**src/rtl/hazard_ctrl_if.sv**
```systemverilog
// hazard_ctrl_if: pipeline-side status in, stall/flush/forward controls out.
// master = pipeline datapath, slave = hazard controller.
interface hazard_ctrl_if #(
    parameter int NSTAGES = 4,
    parameter int REGW    = 5,
    parameter int CNTW    = 16
);
    logic                ihit;
    logic                dhit;
    logic                mem_dren;
    logic                mem_dwen;
    logic [REGW-1:0]     id_rs;
    logic [REGW-1:0]     id_rt;
    logic [REGW-1:0]     ex_rs;
    logic [REGW-1:0]     ex_rt;
    logic [REGW-1:0]     ex_rd;
    logic                ex_wen;
    logic                ex_memread;
    logic [REGW-1:0]     mem_rd;
    logic                mem_wen;
    logic [REGW-1:0]     wb_rd;
    logic                wb_wen;
    logic                ex_redirect;
    logic                halt;
    logic                pc_en;
    logic [NSTAGES-1:0]  stage_en;
    logic [NSTAGES-1:0]  stage_flush;
    logic [1:0]          fwd_a;
    logic [1:0]          fwd_b;
    logic [CNTW-1:0]     stall_cnt;
    logic [CNTW-1:0]     flush_cnt;
    logic                halted;

    modport master (
        output ihit, dhit, mem_dren, mem_dwen,
        output id_rs, id_rt, ex_rs, ex_rt, ex_rd,
        output ex_wen, ex_memread,
        output mem_rd, mem_wen, wb_rd, wb_wen,
        output ex_redirect, halt,
        input  pc_en, stage_en, stage_flush,
        input  fwd_a, fwd_b,
        input  stall_cnt, flush_cnt, halted
    );

    modport slave (
        input  ihit, dhit, mem_dren, mem_dwen,
        input  id_rs, id_rt, ex_rs, ex_rt, ex_rd,
        input  ex_wen, ex_memread,
        input  mem_rd, mem_wen, wb_rd, wb_wen,
        input  ex_redirect, halt,
        output pc_en, stage_en, stage_flush,
        output fwd_a, fwd_b,
        output stall_cnt, flush_cnt, halted
    );
endinterface

```
**src/rtl/hazard_ctrl.sv**
```systemverilog
// hazard_ctrl: stall, flush and operand-forwarding control for an
// in-order pipeline with NSTAGES latches, plus stall/flush counters.
module hazard_ctrl #(
    parameter int NSTAGES = 4,
    parameter int REGW    = 5,
    parameter int FWD_EN  = 1,
    parameter int CNTW    = 16
) (
    input logic          CLK,
    input logic          nRST,
    hazard_ctrl_if.slave hif
);
    localparam logic [1:0] RUN   = 2'd0;
    localparam logic [1:0] DWAIT = 2'd1;
    localparam logic [1:0] HALT  = 2'd2;

    logic [1:0]         state_q, state_d;
    logic               lu_q, lu_d;
    logic [CNTW-1:0]    stall_q, stall_d;
    logic [CNTW-1:0]    flush_q, flush_d;

    logic               pc_en_c;
    logic [NSTAGES-1:0] en_c;
    logic [NSTAGES-1:0] fl_c;
    logic               stall_ev, flush_ev;
    logic               dwait, lu_hit, ilk_hit;
    logic               ev_halt, ev_wait, ev_redir;
    logic               ev_lu, ev_miss, ev_norm;

    function automatic logic id_hit(
        input logic [REGW-1:0] rd,
        input logic [REGW-1:0] rs,
        input logic [REGW-1:0] rt
    );
        return (rd != '0) && ((rd == rs) || (rd == rt));
    endfunction

    function automatic logic [1:0] fsel(
        input logic [REGW-1:0] r,
        input logic [REGW-1:0] mrd,
        input logic            mw,
        input logic [REGW-1:0] wrd,
        input logic            ww
    );
        if (mw && (mrd != '0) && (mrd == r)) return 2'b01;
        if (ww && (wrd != '0) && (wrd == r)) return 2'b10;
        return 2'b00;
    endfunction

    // lu_q masks the load still sitting in EX after its bubble was inserted
    always_comb begin
        dwait   = !hif.dhit &&
                  ((state_q == DWAIT) || hif.mem_dren || hif.mem_dwen);
        lu_hit  = hif.ex_memread && !lu_q &&
                  id_hit(hif.ex_rd, hif.id_rs, hif.id_rt);
        ilk_hit = (FWD_EN == 0) &&
                  ((hif.ex_wen && id_hit(hif.ex_rd, hif.id_rs, hif.id_rt)) ||
                   (hif.mem_wen && id_hit(hif.mem_rd, hif.id_rs, hif.id_rt)));
        ev_halt  = (state_q == HALT) || hif.halt;
        ev_wait  = !ev_halt && dwait;
        ev_redir = !ev_halt && !dwait && hif.ex_redirect;
        ev_lu    = !ev_halt && !dwait && !hif.ex_redirect &&
                   (lu_hit || ilk_hit);
        ev_miss  = !ev_halt && !dwait && !hif.ex_redirect &&
                   !(lu_hit || ilk_hit) && !hif.ihit;
        ev_norm  = !(ev_halt || ev_wait || ev_redir || ev_lu || ev_miss);
    end

    always_comb begin
        state_d  = RUN;
        lu_d     = 1'b0;
        pc_en_c  = 1'b1;
        en_c     = '1;
        fl_c     = '0;
        stall_ev = 1'b0;
        flush_ev = 1'b0;
        unique case (1'b1)
            ev_halt: begin
                state_d = HALT;
                lu_d    = lu_q;
                pc_en_c = 1'b0;
                en_c    = '0;
            end
            ev_wait: begin
                state_d  = DWAIT;
                lu_d     = lu_q;
                pc_en_c  = 1'b0;
                en_c     = '0;
                stall_ev = 1'b1;
            end
            ev_redir: begin
                fl_c[1:0] = 2'b11;
                flush_ev  = 1'b1;
            end
            ev_lu: begin
                lu_d     = lu_hit;
                pc_en_c  = 1'b0;
                en_c[0]  = 1'b0;
                fl_c[1]  = 1'b1;
                stall_ev = 1'b1;
            end
            ev_miss: begin
                pc_en_c  = 1'b0;
                fl_c[0]  = 1'b1;
                stall_ev = 1'b1;
            end
            ev_norm: begin
            end
            default: begin
            end
        endcase
        stall_d = (stall_ev && (stall_q != '1)) ? stall_q + CNTW'(1)
                                                : stall_q;
        flush_d = (flush_ev && (flush_q != '1)) ? flush_q + CNTW'(1)
                                                : flush_q;
    end

    always_ff @(posedge CLK or negedge nRST) begin
        if (!nRST) begin
            state_q <= RUN;
            lu_q    <= 1'b0;
            stall_q <= '0;
            flush_q <= '0;
        end else begin
            state_q <= state_d;
            lu_q    <= lu_d;
            stall_q <= stall_d;
            flush_q <= flush_d;
        end
    end

    // every control output is held inactive while reset is asserted
    always_comb begin
        hif.pc_en       = nRST && pc_en_c;
        hif.stage_en    = nRST ? en_c : '0;
        hif.stage_flush = nRST ? fl_c : '0;
        hif.fwd_a       = 2'b00;
        hif.fwd_b       = 2'b00;
        if (nRST && (FWD_EN != 0)) begin
            hif.fwd_a = fsel(hif.ex_rs, hif.mem_rd, hif.mem_wen,
                             hif.wb_rd, hif.wb_wen);
            hif.fwd_b = fsel(hif.ex_rt, hif.mem_rd, hif.mem_wen,
                             hif.wb_rd, hif.wb_wen);
        end
        hif.stall_cnt   = stall_q;
        hif.flush_cnt   = flush_q;
        hif.halted      = (state_q == HALT);
    end
endmodule

```
**src/flat_wrapper.sv**
```systemverilog
// flat-port wrapper written by rule: the top's interface ports become plain ports
module hazard_ctrl_flat 
#(
    parameter int NSTAGES = 4,
    parameter int REGW    = 5,
    parameter int FWD_EN  = 1,
    parameter int CNTW    = 16
)
  (CLK, nRST, hif_ihit, hif_dhit, hif_mem_dren, hif_mem_dwen, hif_id_rs, hif_id_rt, hif_ex_rs, hif_ex_rt, hif_ex_rd, hif_ex_wen, hif_ex_memread, hif_mem_rd, hif_mem_wen, hif_wb_rd, hif_wb_wen, hif_ex_redirect, hif_halt, hif_pc_en, hif_stage_en, hif_stage_flush, hif_fwd_a, hif_fwd_b, hif_stall_cnt, hif_flush_cnt, hif_halted);
  hazard_ctrl_if #(.NSTAGES(NSTAGES), .REGW(REGW), .CNTW(CNTW)) hif_i ();
  input logic CLK;
  input logic nRST;
  input wire logic [$bits(hif_i.ihit)-1:0] hif_ihit;
  input wire logic [$bits(hif_i.dhit)-1:0] hif_dhit;
  input wire logic [$bits(hif_i.mem_dren)-1:0] hif_mem_dren;
  input wire logic [$bits(hif_i.mem_dwen)-1:0] hif_mem_dwen;
  input wire logic [$bits(hif_i.id_rs)-1:0] hif_id_rs;
  input wire logic [$bits(hif_i.id_rt)-1:0] hif_id_rt;
  input wire logic [$bits(hif_i.ex_rs)-1:0] hif_ex_rs;
  input wire logic [$bits(hif_i.ex_rt)-1:0] hif_ex_rt;
  input wire logic [$bits(hif_i.ex_rd)-1:0] hif_ex_rd;
  input wire logic [$bits(hif_i.ex_wen)-1:0] hif_ex_wen;
  input wire logic [$bits(hif_i.ex_memread)-1:0] hif_ex_memread;
  input wire logic [$bits(hif_i.mem_rd)-1:0] hif_mem_rd;
  input wire logic [$bits(hif_i.mem_wen)-1:0] hif_mem_wen;
  input wire logic [$bits(hif_i.wb_rd)-1:0] hif_wb_rd;
  input wire logic [$bits(hif_i.wb_wen)-1:0] hif_wb_wen;
  input wire logic [$bits(hif_i.ex_redirect)-1:0] hif_ex_redirect;
  input wire logic [$bits(hif_i.halt)-1:0] hif_halt;
  output wire logic [$bits(hif_i.pc_en)-1:0] hif_pc_en;
  output wire logic [$bits(hif_i.stage_en)-1:0] hif_stage_en;
  output wire logic [$bits(hif_i.stage_flush)-1:0] hif_stage_flush;
  output wire logic [$bits(hif_i.fwd_a)-1:0] hif_fwd_a;
  output wire logic [$bits(hif_i.fwd_b)-1:0] hif_fwd_b;
  output wire logic [$bits(hif_i.stall_cnt)-1:0] hif_stall_cnt;
  output wire logic [$bits(hif_i.flush_cnt)-1:0] hif_flush_cnt;
  output wire logic [$bits(hif_i.halted)-1:0] hif_halted;
  assign hif_i.ihit = hif_ihit;
  assign hif_i.dhit = hif_dhit;
  assign hif_i.mem_dren = hif_mem_dren;
  assign hif_i.mem_dwen = hif_mem_dwen;
  assign hif_i.id_rs = hif_id_rs;
  assign hif_i.id_rt = hif_id_rt;
  assign hif_i.ex_rs = hif_ex_rs;
  assign hif_i.ex_rt = hif_ex_rt;
  assign hif_i.ex_rd = hif_ex_rd;
  assign hif_i.ex_wen = hif_ex_wen;
  assign hif_i.ex_memread = hif_ex_memread;
  assign hif_i.mem_rd = hif_mem_rd;
  assign hif_i.mem_wen = hif_mem_wen;
  assign hif_i.wb_rd = hif_wb_rd;
  assign hif_i.wb_wen = hif_wb_wen;
  assign hif_i.ex_redirect = hif_ex_redirect;
  assign hif_i.halt = hif_halt;
  assign hif_pc_en = hif_i.pc_en;
  assign hif_stage_en = hif_i.stage_en;
  assign hif_stage_flush = hif_i.stage_flush;
  assign hif_fwd_a = hif_i.fwd_a;
  assign hif_fwd_b = hif_i.fwd_b;
  assign hif_stall_cnt = hif_i.stall_cnt;
  assign hif_flush_cnt = hif_i.flush_cnt;
  assign hif_halted = hif_i.halted;
  hazard_ctrl #(.NSTAGES(NSTAGES), .REGW(REGW), .FWD_EN(FWD_EN), .CNTW(CNTW)) u_core (.CLK(CLK), .nRST(nRST), .hif(hif_i));
endmodule
```
**config.mk**
```make
export PLATFORM = sky130hd
export DESIGN_NAME = hazard_ctrl_flat
export DESIGN_NICKNAME = d
export VERILOG_FILES = /design/src/rtl/hazard_ctrl_if.sv /design/src/rtl/hazard_ctrl.sv /design/src/flat_wrapper.sv
export SDC_FILE = /design/constraint.sdc
export NUM_CORES = 1
export LEC_CHECK = 0
export ABC_CLOCK_PERIOD_IN_PS = 4500
export CORE_ASPECT_RATIO = 1.4
export CORE_MARGIN = 2
export CORE_UTILIZATION = 46
export DETAILED_ROUTE_END_ITERATION = 10
export GPL_ROUTABILITY_DRIVEN = 0
export GPL_TIMING_DRIVEN = 0
export PLACE_DENSITY = 0.95
export SLEW_MARGIN = 10
export SYNTH_ARGS = -nofsm -noshare
export SYNTH_HDL_FRONTEND = slang
export SYNTH_SLANG_ARGS = --single-unit
```
**constraint.sdc**
```tcl
create_clock -name CLK -period 4.5 [get_ports CLK]
set_input_delay 0.675 -clock CLK [delete_from_list [all_inputs] [get_ports CLK]]
set_output_delay 0.675 -clock CLK [all_outputs]
set_load 0.01 [all_outputs]
```
==> images/util_map.png <==
The bar under the picture is 20 um long. 6 x 9 tiles, from white (low) to dark blue (high), 0 to 100% covered.
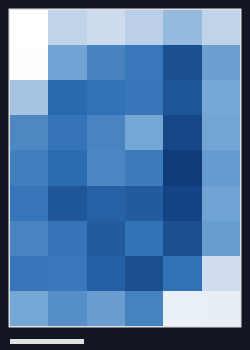
- tiles over 75% full: 26%
- emptiest ninth of the die: upper left
- fullest tile: 96%
- mean over tiles: 60%
- nearly empty tiles: 3.7%
Post-Route Utilization: 72.6%
initial core utilization: 48.1%
core area: 4540 um2

==> images/floorplan.png <==
The bar under the picture is 20 um long. Pins as bars on the die edge. Tap cells in gray.
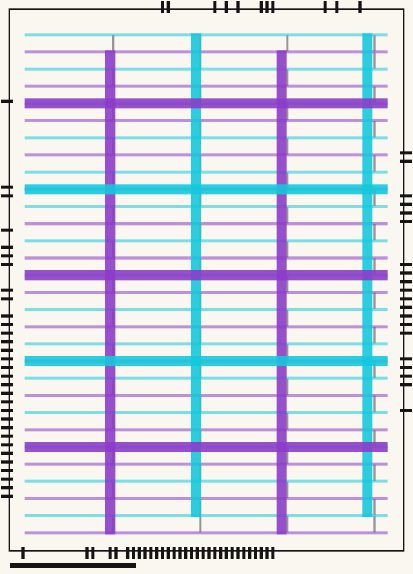
- VDD: cyan
- VSS: purple
- tap cells: 62
- met5 straps: 5

==> images/port_trees.png <==
The bar under the picture is 20 um long.
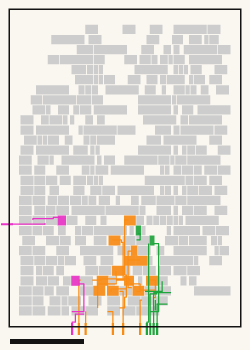
- hif_fwd_b: magenta (bits 2; direction output; end cells 2; buffers 2; wire 35.4 um)
- hif_ex_rd: orange (bits 5; direction input; end cells 12; buffers 5; wire 143 um)
- hif_stage_en: green (bits 4; direction output; end cells 2; buffers 6; wire 89.6 um)
boundary pin count: 93
port bufs: 89

==> commit_impl_results.txt <==
Refresh implementation metrics

* Area occupied by multi-input gates: 1240 um2
* Hold buffers post-CTS: 0
- Met3 wirelength from detailed routing: 352 um
- The layout has 5 clock buffers.
- After synthesis the cells add up to 2180 um2.
* Run status: complete, no violations
- Clk pin slew, worst setup/hold paths: 0.07 ns
- Yosys mapped a number of flops with a built-in enable equal to 0.
* Portion of the clock cycle consumed by the worst path in the final layout: 80.6%
- According to the dpl log, the detail-placed design has an HPWL of 4570 um.
- Critical path's slowest cell: clkdlybuf4s50_1
- GR met1 Demand/Resource: 22.4%
- Per the TritonCTS log, the buffer count is 5.
- Multi-input gates account for 37.8% of the area.
* Combinational Power Share: 17.1%
- Across all stage logs, warnings added up to 27.
- After synthesis, the largest family of logic cells by area is XOR/XNOR gates.
- Highest metal layer with signal wires: met4
- First-pass GRT wire length: 9510 um
* Leakage dissipation: 1.37 nW
* Remaining global-route overflow: 0
- WP depth: 6
- Most frequent cells after synthesis: 38 x xor2_1, 35 x dfrtp_1, 23 x nor2_1
* Non-clock buffer total of the final layout: 95
- Flip-flop and latch area: 876 um2
- Synthesized chip area reported by yosys: 2180 um2
- Startpoint class of the critical path: input pin
- Clock tree buffers and inverters occupy 3.42% of the routed design's cell area.
==> images/ff_map.png <==
The bar under the picture is 20 um long.
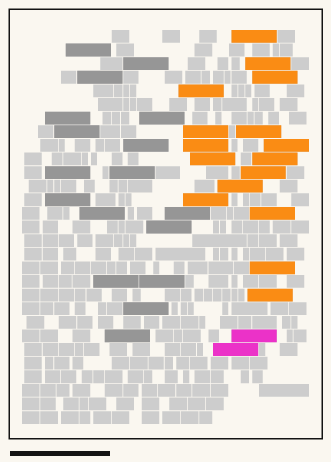
- u_core.hif.flush_cnt: orange (placed flops 16)
- u_core.state_q: magenta (placed flops 2)
- not colored: 17

==> images/placed.png <==
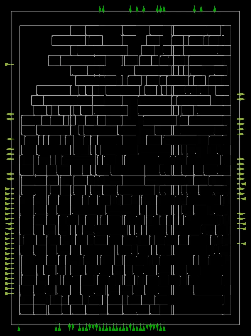
fraction of standard cell area that is sequential: 26.6%
tap cell count: 62
std cell rows: 29
FF+latch count: 35
filler instances: 324

per-stage QoR:
stage / setup slack, ns / TNS [ns] / cell area (um2) / utilization [%] / hold WS, ns
after floorplan: 1.91 / 0 / 2190 / - / 0.379
after global placement: -0.163 / -0.318 / 3160 / 69.6 / 0.475
after detailed placement: 0.900 / 0 / 3180 / 70.1 / 0.481
after CTS: 0.876 / 0 / 3290 / 72.6 / 0.345
after global routing: 0.656 / 0 / 3290 / 72.6 / 0.360
final: 0.874 / 0 / 3290 / 72.6 / 0.343
worst reg2reg max path, cell delays in order, from the launching register on:
cell	delay [ns]
dfrtp_1	0.41
ha_1	0.22
nand4_1	0.20
nor4_1	0.49
inv_1	0.14
o2bb2ai_4	0.16
nor2_2	0.12
buf_6	0.17
mux2_1	0.33
No activity file was given, so power comes from the tool's default toggle rates.
